run_1/io_fan.png
The bar under the picture is 20 um long.
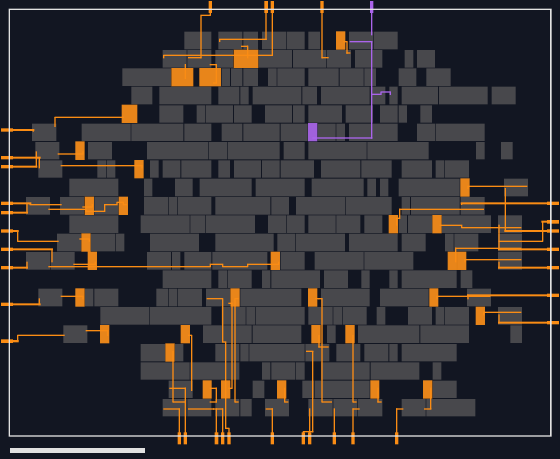
run_1/congestion.png
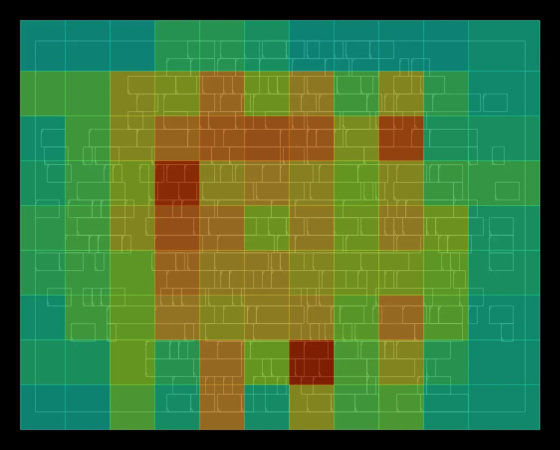
run_1/layer_met1.png
The bar under the picture is 20 um long.
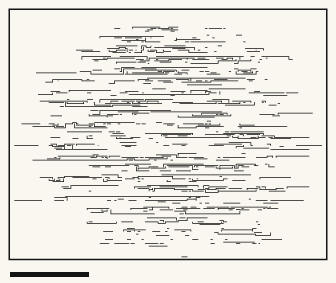
run_1/layer_met2.png
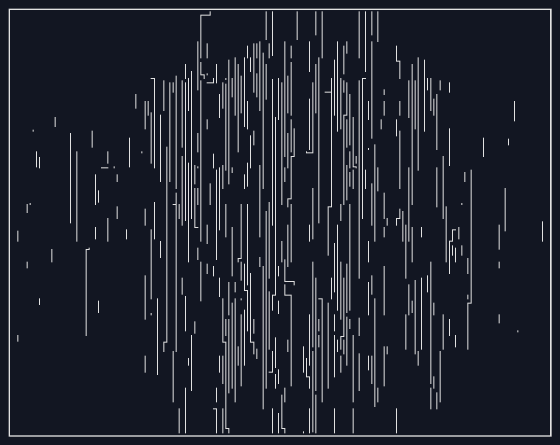
$ cat src/rtl/fabric_out_pkg.sv
// Shared definitions for the fabric-port-out flit path: lane bit layout, framing states, flit record.
package fabric_out_pkg;

  // Lane control bits sit at FLIT_WIDTH - <offset>
  localparam int unsigned LANE_VALID_BIT     = 1;
  localparam int unsigned LANE_HEAD_BIT      = 2;
  localparam int unsigned LANE_TAIL_BIT      = 3;
  localparam int unsigned LANE_CTRL_BITS     = 3;
  localparam int unsigned FLIT_PAYLOAD_MAX_W = 32;

  typedef enum logic {
    IDLE = 1'b0,
    BODY = 1'b1
  } frame_state_t;

  typedef struct packed {
    logic [FLIT_PAYLOAD_MAX_W-1:0] payload;
    logic                          head;
    logic                          tail;
  } flit_t;

endpackage

$ cat src/rtl/fabric_out_lane_select.sv
// Lowest-set-bit picker: one-hot and binary index of the lowest set bit of a lane mask.
module fabric_out_lane_select #(
  parameter int unsigned NUM_FLITS = 4,
  parameter int unsigned IDX_W     = (NUM_FLITS > 1) ? $clog2(NUM_FLITS) : 1
) (
  input  logic [NUM_FLITS-1:0] mask,
  output logic [NUM_FLITS-1:0] onehot,
  output logic [IDX_W-1:0]     index
);

  always_comb begin
    onehot = mask & (~mask + NUM_FLITS'(1));
    index  = '0;
    for (int i = NUM_FLITS - 1; i >= 0; i--) begin
      if (mask[i]) index = IDX_W'(i);
    end
  end

endmodule

$ cat src/rtl/fabric_out_flit_unpacker.sv
// Serialises the valid lanes of a wide TDM word into a one-flit-per-cycle stream and checks packet framing.
// Optional statistics counters are enabled with FLIT_UNPACK_STATS_EN.
module fabric_out_flit_unpacker
  import fabric_out_pkg::*;
#(
  parameter int unsigned FLIT_WIDTH = 8,
  parameter int unsigned NUM_FLITS  = 4
) (
  input  logic                            clk,
  input  logic                            rst,
  input  logic [NUM_FLITS*FLIT_WIDTH-1:0] i_data_in,
  input  logic                            i_valid_in,
  output logic                            i_ready_out,
  output logic [FLIT_WIDTH-4:0]           o_data_out,
  output logic                            o_head_out,
  output logic                            o_tail_out,
  output logic                            o_valid_out,
  input  logic                            o_ready_in,
  output logic                            o_error_out
`ifdef FLIT_UNPACK_STATS_EN
  ,
  output logic [31:0]                     o_pkt_count_out,
  output logic [31:0]                     o_drop_lane_count_out
`endif
);

  localparam int unsigned PAY_W  = FLIT_WIDTH - LANE_CTRL_BITS;
  localparam int unsigned WORD_W = NUM_FLITS * FLIT_WIDTH;
  localparam int unsigned IDX_W  = (NUM_FLITS > 1) ? $clog2(NUM_FLITS) : 1;

  logic [WORD_W-1:0]     word_q;
  logic [NUM_FLITS-1:0]  mask_q;
  logic [NUM_FLITS-1:0]  in_mask;
  logic [NUM_FLITS-1:0]  sel_onehot;
  logic [IDX_W-1:0]      sel_idx;
  logic [FLIT_WIDTH-1:0] sel_lane;
  flit_t                 cur_flit;
  frame_state_t          state_q;
  logic                  error_q;
  logic                  flit_fire;
  logic                  last_flit;
  logic                  accept;
  logic                  unused_flit_bits;

  always_comb begin
    in_mask = '0;
    for (int k = 0; k < NUM_FLITS; k++) begin
      in_mask[k] = i_data_in[k*FLIT_WIDTH + FLIT_WIDTH - LANE_VALID_BIT];
    end
  end

  fabric_out_lane_select #(
    .NUM_FLITS (NUM_FLITS),
    .IDX_W     (IDX_W)
  ) u_lane_select (
    .mask   (mask_q),
    .onehot (sel_onehot),
    .index  (sel_idx)
  );

  always_comb begin
    sel_lane         = word_q[sel_idx*FLIT_WIDTH +: FLIT_WIDTH];
    cur_flit.payload = FLIT_PAYLOAD_MAX_W'(sel_lane[PAY_W-1:0]);
    cur_flit.head    = sel_lane[FLIT_WIDTH-LANE_HEAD_BIT];
    cur_flit.tail    = sel_lane[FLIT_WIDTH-LANE_TAIL_BIT];
  end

  // Lane valid bit is already captured in the mask; payload is zero-extended into the record.
  assign unused_flit_bits = ^{sel_lane[FLIT_WIDTH-LANE_VALID_BIT], cur_flit.payload};

  assign o_data_out  = cur_flit.payload[PAY_W-1:0];
  assign o_head_out  = cur_flit.head;
  assign o_tail_out  = cur_flit.tail;
  assign o_valid_out = |mask_q;
  assign o_error_out = error_q;

  assign flit_fire   = o_valid_out & o_ready_in;
  assign last_flit   = (mask_q == sel_onehot);
  // Ready early on the last flit's handshake so words stream without a bubble.
  assign i_ready_out = ~o_valid_out | (flit_fire & last_flit);
  assign accept      = i_valid_in & i_ready_out;

  always_ff @(posedge clk) begin
    if (rst) begin
      word_q  <= '0;
      mask_q  <= '0;
      state_q <= IDLE;
      error_q <= 1'b0;
    end else begin
      if (accept) begin
        word_q <= i_data_in;
        mask_q <= in_mask;
      end else if (flit_fire) begin
        mask_q <= mask_q & ~sel_onehot;
      end

      if (flit_fire) begin
        case (state_q)
          IDLE: begin
            if (!cur_flit.head)      error_q <= 1'b1;
            else if (!cur_flit.tail) state_q <= BODY;
          end
          BODY: begin
            // A head mid-packet is an error but also restarts the packet.
            if (cur_flit.head) error_q <= 1'b1;
            if (cur_flit.tail) state_q <= IDLE;
          end
        endcase
      end
    end
  end

`ifdef FLIT_UNPACK_STATS_EN
  logic [31:0] pkt_cnt_q;
  logic [31:0] drop_cnt_q;

  always_ff @(posedge clk) begin
    if (rst) begin
      pkt_cnt_q  <= '0;
      drop_cnt_q <= '0;
    end else begin
      if (flit_fire && cur_flit.tail) pkt_cnt_q <= pkt_cnt_q + 32'd1;
      if (accept) drop_cnt_q <= drop_cnt_q + 32'($countones(~in_mask));
    end
  end

  assign o_pkt_count_out       = pkt_cnt_q;
  assign o_drop_lane_count_out = drop_cnt_q;
`endif

endmodule

$ cat config.mk
export PLATFORM = sky130hd
export DESIGN_NAME = fabric_out_flit_unpacker
export DESIGN_NICKNAME = d
export VERILOG_FILES = /design/src/rtl/fabric_out_pkg.sv /design/src/rtl/fabric_out_lane_select.sv /design/src/rtl/fabric_out_flit_unpacker.sv
export SDC_FILE = /design/constraint.sdc
export NUM_CORES = 1
export LEC_CHECK = 0
export CAP_MARGIN = 20
export CORE_AREA = 2 2 78 61
export CTS_BUF_LIST = sky130_fd_sc_hd__clkbuf_16
export CTS_CLUSTER_DIAMETER = 200
export DETAILED_ROUTE_END_ITERATION = 12
export DIE_AREA = 0 0 80 63
export PLACE_DENSITY = 0.78
export SLEW_MARGIN = 40
export SYNTH_ARGS = -nofsm -noshare
export SYNTH_HDL_FRONTEND = slang
export SYNTH_SLANG_ARGS = --single-unit
$ cat constraint.sdc
create_clock -name clk -period 1.9 [get_ports clk]
set_input_delay 0.57 -clock clk [delete_from_list [all_inputs] [get_ports clk]]
set_output_delay 0.57 -clock clk [all_outputs]
set_load 0.005 [all_outputs]
==> highlights.md, run 1 <==
### Timing
- **Total Neg Setup Slack** -1.77 ns
- **Final Setup Violations** 8
- **Worst Slack Setup Final** -0.287 ns
- **Final Hold Violation Tally** 0
- **headroom to the max-slew limit** 0.790

### Logic synthesis
- **async set-reset flop share out of synthesis** 0
- **number of warnings issued by yosys** 0
- **synth top area cells** sky130_fd_sc_hd__dfxtp_1, sky130_fd_sc_hd__mux2i_1, sky130_fd_sc_hd__nand2_1
- **cell type contributing the most total cell area after synthesis** sky130_fd_sc_hd__dfxtp_1

### Power and ir drop
- **power density over the cells** 812 mW/mm2

### Finish
- **Biggest register** word_q
- **most common logic cell in the routed design** sky130_fd_sc_hd__nand2_1
- **count of nets after finishing** 288

### GRT
- **via count of the first global-routing pass** 1509

### Worst setup path
- **path depth of the worst reg2reg path** 10
- **Crit Reg-Reg Startpoint** mask_q[3]

### Floorplan
- **width of the die** 80 um
- **row count** 21
- **chip area** 0.00504 mm2

### Clock tree
- **Max Root-Sink Buffers** 2
- **TritonCTS clock tree** yes
- **clock slew at reported path FFs** 0.05 ns
- **number of hold buffers added after cts** 0
- **H-tree Lvls** 2

### Run status
- **status** finished with violations
- **failing checks** setup timing

### Flow run
- **tally of OpenROAD warnings** 28

### Detailed routing
- **number of DRC violations after detailed-routing iteration 0** 70

-- io_fan.png (at the start) --
port	color	bits	direction	edge	end cells	buffers	wire
i_data_in	orange	32	input	11 bottom, 10 left, 7 right, 4 top	32	32	534 um
o_valid_out	purple	1	output	top	1	1	33.1 um
I/O Pins: 46
count of buffers from port buffering: 45

-- congestion.png (at the start) --
global routing usage on met3: 0.0621
met2 capacity usage during global routing: 0.291

-- layer_met1.png (at the start) --
share of all routed wire	46%
nets with wire on the layer	255
main direction	horizontal
longest straight run	36.3 um
total length of routed wires: 4250 um
total vias in the final route: 1506
met1 capacity usage during global routing: 0.235

-- layer_met2.png (at the start) --
nets with wire on the layer	235
wire length on this layer	1980 um

## run 1: timing repair
item,in CTS,in global routing
cloned,1,1
pin swaps,8,4
gates resized,59,15
buffers inserted,13,1
endpoints found under the setup margin,39,38
## run 1: per-layer routing
metal / vias up / routed length (um)
met2: 36 / 1980
met1: 697 / 1970
met4: 0 / 53
met3: 4 / 237
li1: 769 / -
met5: - / 0
## run 1: metrics by stage
| step | hold slack [ns] | instance area (um2) | instances | utilization |
|---|---|---|---|---|
| after CTS | 0.457 | 2680 | 312 | 0.623 |
| after global routing | 0.472 | 2700 | 310 | 0.626 |
| final | 0.454 | 2700 | 310 | 0.626 |
| after detailed placement | 0.444 | 2330 | 290 | 0.542 |
| after global placement | 0.441 | 2330 | 290 | 0.542 |
| after floorplan | 0.432 | 1740 | 185 | - |
## run 1: cell type report
cell class / instances / area, um2
Fill cell: 336 / 1610
Multi-Input combinational cell: 132 / 1050
Timing Repair Buffer: 74 / 734
Sequential cell: 34 / 688
Clock buffer: 5 / 125
Tap cell: 57 / 71.3
Inverter: 5 / 18.8
Clock inverter: 3 / 12.5
## run 1: kinds of logic (layout without fill, tap and decap cells)
kind of cell | count (synthesis) | count (layout) | share of synthesized area
AND-OR/OR-AND | 17 | 17 | 0.0745
buffers and inverters | 19 | 87 | 0.0687
flip-flops | 34 | 34 | 0.393
multiplexers | 33 | 33 | 0.227
AND/OR/NAND/NOR | 82 | 82 | 0.236
## run 1: power by group
part | switching (uW) | internal [uW]
Clock | 283 | 473
Combinational | 248 | 368
Sequential | 40.6 | 778
Total | 572 | 1620
## run 1: critical path: cells and delay by family (launching register included)
kind            cells  cell delay, ns
flops               1            0.32
mux                 1            0.50
buf+inv             3            0.34
simple gates        1            0.11
compound gates      1            0.06
run_1/layer_met3.png
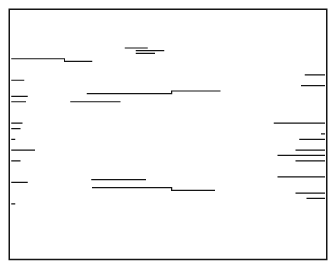

==> run 1 -> run 2 <==
--- a/config.mk
+++ b/config.mk
@@ -5,6 +5,7 @@
 export SDC_FILE = /design/constraint.sdc
 export NUM_CORES = 1
 export LEC_CHECK = 0
+export ABC_CLOCK_PERIOD_IN_PS = 1900
 export CAP_MARGIN = 20
 export CORE_AREA = 2 2 78 61
 export CTS_BUF_LIST = sky130_fd_sc_hd__clkbuf_16
@@ -12,6 +13,7 @@
 export DETAILED_ROUTE_END_ITERATION = 12
 export DIE_AREA = 0 0 80 63
 export PLACE_DENSITY = 0.78
+export REMOVE_ABC_BUFFERS = 1
 export SLEW_MARGIN = 40
 export SYNTH_ARGS = -nofsm -noshare
 export SYNTH_HDL_FRONTEND = slang
run_2/layer_met3.png
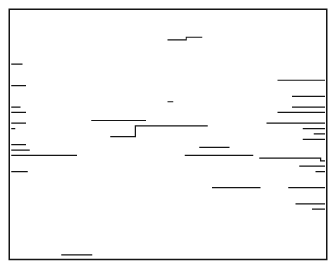
nets with wire on the layer	29
main direction	horizontal
total vias in the final route: 1446
global routing usage on met3: 0.0578
total length of routed wires: 3580 um

==> run 2 against run 1 <==
  * The flow still finishes with violations (setup timing)
  * Global-route usage decreased by 3.0 points
  * Count of clock-buffer cells in the layout did not move
  * First-iteration DRC count is 16% higher
  * Critical endpoint is now o_data_out[0]
  * Synthesized area unchanged
  * Clock skew decreased by 0.0013 ns
  * Core utilization decreased by 4.1 points
  * Cell count down 1.9%
  * Via count shrank 4.0%
  * Die size stayed put
  * Register-to-register slack better by 0.13 ns
==> highlights.md, run 2 <==
### Timing
- **Worst Slack Setup Final** -0.272 ns
- **Hold WS** 0.452 ns
- **Final Setup Violations** 9
- **headroom to the max-slew limit** 0.809

### Finish
- **most common logic cell in the routed design** sky130_fd_sc_hd__nand2_1
- **Cell Count, Final, Fillers Out** 304
- **Biggest register** word_q
- **count of nets after finishing** 282

### Logic synthesis
- **cell type contributing the most total cell area after synthesis** sky130_fd_sc_hd__dfxtp_1
- **synth top area cells** sky130_fd_sc_hd__dfxtp_1, sky130_fd_sc_hd__mux2i_1, sky130_fd_sc_hd__nand2_1
- **number of warnings issued by yosys** 0

### Run status
- **failing checks** setup timing
- **status** finished with violations

### Floorplan
- **row count** 21
- **chip area** 0.00504 mm2
- **I/O Pins** 46
- **width of the die** 80 um

### Flow run
- **tally of OpenROAD warnings** 27

### Placed design
- **count of buffers from port buffering** 45
- **count of placed standard cells including taps** 292

### Worst hold path
- **type of the most critical hold path** flop to flop

### Worst setup path
- **combined buffer and inverter count along the critical path** 3
- **CP Data Arrival Time** 1.60 ns
- **path depth of the worst reg2reg path** 8

### Clock tree
- **Max Root-Sink Buffers** 2
- **number of hold buffers added after cts** 0

### GRT
- **via count of the first global-routing pass** 1425

### Power and ir drop
- **power density over the cells** 829 mW/mm2

### Detailed routing
- **number of DRC violations after detailed-routing iteration 0** 81

## run 2: cell types whose count changed in the layout (fill, tap and decap cells not counted), sizes merged
cell           previous run  this run
buf                      36        29
clkbuf                    6         7
clkdlybuf4s15             2         0
clkdlybuf4s50            35        36
dlygate4sd2               0         1
## run 2: per-layer routing
layer	wire length, um	up-vias	GRT usage	part of all wire
li1	-	754	-	-
met1	1700	651	0.190	0.48
met2	1580	37	0.244	0.44
met3	250	4	0.0578	0.070
met4	49	0	0.0614	0.014
met5	0	-	0	0
## run 2: metrics by stage
stage               setup TNS [ns]  area, um2  utilization  total power, uW
finish                       -1.89       2520        0.585             2090
global route                 -2.65       2520        0.585             2210
CTS                          -2.38       2510        0.582             2110
detailed placement          -12.81       2340        0.543             1350
global placement            -10.83       2340        0.543             1350
floorplan                   -41.72       1630            -             1080
## run 2: logic make-up (layout without fill, tap and decap cells)
| kind of cell | count (synthesis) | after routing | synth area share |
|---|---|---|---|
| AND-OR/OR-AND | 17 | 17 | 0.0745 |
| buffers and inverters | 19 | 81 | 0.0687 |
| flip-flops | 34 | 34 | 0.393 |
| multiplexers | 33 | 33 | 0.227 |
| AND/OR/NAND/NOR | 82 | 82 | 0.236 |
## run 2: cell type report
cell class	instances	area (um2)
fill	385	1790
sequential	34	684
clock inverter	3	12.5
inverter	5	18.8
timing repair buffer	68	638
tap	57	71.3
clock buffer	5	125
multi-input combinational	132	972
## run 2: what timing repair did
action	CTS	global route
gates resized	38	9
endpoints found under the hold margin	0	0
gates cloned	0	1
setup endpoints to repair	39	9
pin swaps	5	6
buffers inserted	4	0
## run 2: power by group
group | internal (uW) | switching (uW)
sequential | 778 | 37.3
combinational | 321 | 216
clock | 472 | 265
run_2/layer_met1.png
The bar under the picture is 20 um long.
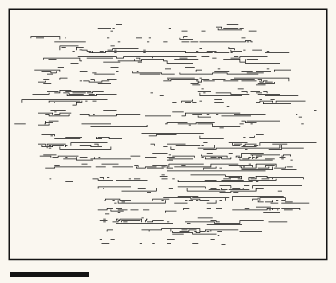

==> run 2 -> run 3 <==
--- a/config.mk
+++ b/config.mk
@@ -6,14 +6,15 @@
 export NUM_CORES = 1
 export LEC_CHECK = 0
 export ABC_CLOCK_PERIOD_IN_PS = 1900
-export CAP_MARGIN = 20
 export CORE_AREA = 2 2 78 61
 export CTS_BUF_LIST = sky130_fd_sc_hd__clkbuf_16
 export CTS_CLUSTER_DIAMETER = 200
+export CTS_CLUSTER_SIZE = 20
 export DETAILED_ROUTE_END_ITERATION = 12
 export DIE_AREA = 0 0 80 63
 export PLACE_DENSITY = 0.78
 export REMOVE_ABC_BUFFERS = 1
+export SETUP_SLACK_MARGIN = 0.1
 export SLEW_MARGIN = 40
 export SYNTH_ARGS = -nofsm -noshare
 export SYNTH_HDL_FRONTEND = slang
run_3/layer_met1.png
The bar under the picture is 20 um long.
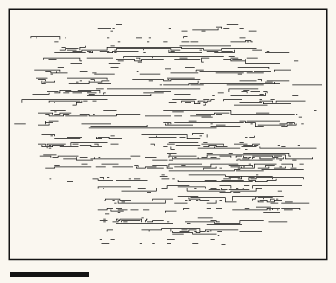
longest straight run	32.2 um
main direction	horizontal
share of all routed wire	49%
nets with wire on the layer	243
wire length on this layer	1920 um
total vias in the final route: 1493
met1 capacity usage during global routing: 0.190

==> run 3 against run 2 <==
  * The flow still finishes with violations (setup timing)
  * Sequential power about the same
  * Total power is 3.2% higher
  * Largest cell class unchanged
  * Global-route usage unchanged
  * Cell area is 4.9% higher
==> highlights.md, run 3 <==
### Worst setup path
- **worst setup path startpoint** mask_q[2]
- **instance count on the critical path** 6
- **Crit Reg-Reg Startpoint** mask_q[2]
- **path depth of the worst reg2reg path** 8
- **CP Data Arrival Time** 1.60 ns
- **combined buffer and inverter count along the critical path** 3

### Timing
- **headroom to the max-slew limit** 0.810
- **Total Neg Setup Slack** -1.83 ns
- **Worst Slack Setup Final** -0.266 ns
- **Final Hold Violation Tally** 0
- **Hold WS** 0.453 ns
- **share of the clock period used by the worst path** 1.14
- **Final Setup Violations** 9

### Clock tree
- **number of hold buffers added after cts** 0
- **clock slew at reported path FFs** 0.05 ns
- **TritonCTS clock tree** yes
- **H-tree Lvls** 2
- **Max Root-Sink Buffers** 2

### Finish
- **number of antenna diodes** 0
- **count of nets after finishing** 286
- **Biggest register** word_q

### Logic synthesis
- **cell with the most instances after synthesis** sky130_fd_sc_hd__nand2_1
- **async set-reset flop share out of synthesis** 0
- **number of warnings issued by yosys** 0
- **post-synthesis compound-gate area fraction** 0.0745
- **cell type contributing the most total cell area after synthesis** sky130_fd_sc_hd__dfxtp_1
- **synth top area cells** sky130_fd_sc_hd__dfxtp_1, sky130_fd_sc_hd__mux2i_1, sky130_fd_sc_hd__nand2_1
- **simple-gate portion of the synthesized area** 0.236
- **Dominant comb cell** simple AND/OR/NAND/NOR gates
- **xor+xnor area frac** 0

### Placed design
- **count of buffers from port buffering** 45

### Run status
- **failing checks** setup timing
- **status** finished with violations

### Worst hold path
- **Endpoint, Worst Hold** word_q[16]
- **type of the most critical hold path** flop to flop

### GRT
- **via count of the first global-routing pass** 1425

### Floorplan
- **chip area** 0.00504 mm2
- **width of the die** 80 um
- **I/O Pins** 46
- **row count** 21

### Flow run
- **tally of OpenROAD warnings** 27

### Power and ir drop
- **power density over the cells** 815 mW/mm2

### Detailed routing
- **number of DRC violations after detailed-routing iteration 0** 68

## run 3: cell counts after synthesis
Identical to the previous run, type by type.
## run 3: logic make-up after synthesis
group           Yosys count
compound gates           17
buf+inv                  19
simple gates             82
mux                      33
flops                    34
## run 3: layout make-up
cell class	count	area [um2]
clock buffers	5	125
clock inverters	3	12.5
fillers	371	1660
inverters	5	18.8
multi-input cells	132	1010
flip-flops and latches	34	686
well taps	57	71.3
repair buffers	72	723
## run 3: repair_timing
| action | in CTS | in global routing |
|---|---|---|
| gates resized | 38 | 19 |
| buffers inserted | 4 | 1 |
| endpoints found under the setup margin | 41 | 31 |
| cloned | 0 | 4 |
| pin swaps | 5 | 6 |
## run 3: power by group
part,total (uW),internal [uW],switching [uW]
combinational,604,365,239
clock,737,472,265
sequential,816,779,37.5
total,2160,1620,542
## run 3: per-stage QoR
| step | setup slack (ns) | utilization | cells | area, um2 | total power (uW) |
|---|---|---|---|---|---|
| finish | -0.266 | 0.614 | 308 | 2650 | 2160 |
| global route | -0.328 | 0.614 | 308 | 2650 | 2270 |
| detailed placement | -0.660 | 0.543 | 292 | 2340 | 1350 |
| floorplan | -1.29 | - | 171 | 1630 | 1080 |
| global placement | -0.611 | 0.543 | 292 | 2340 | 1350 |
| CTS | -0.299 | 0.582 | 303 | 2510 | 2110 |
## run 3: per-layer routing
metal  share of wire  vias to the layer above  global-route usage  wire length, um
met2            0.44                       38               0.244             1740
met4           0.014                        0              0.0614               57
met1            0.49                      686               0.190             1920
met5               0                        -                   0                0
met3           0.059                        5              0.0578              235
li1                -                      764                   -                -
## run 3: worst reg2reg max path: cells and delay by family (launching register included)
kind	cells	cell delay, ns
AND/OR/NAND/NOR	3	0.68
buffers and inverters	3	0.40
AND-OR/OR-AND	2	0.24
flip-flops	1	0.33
Power is estimated from default activity; no workload was simulated.
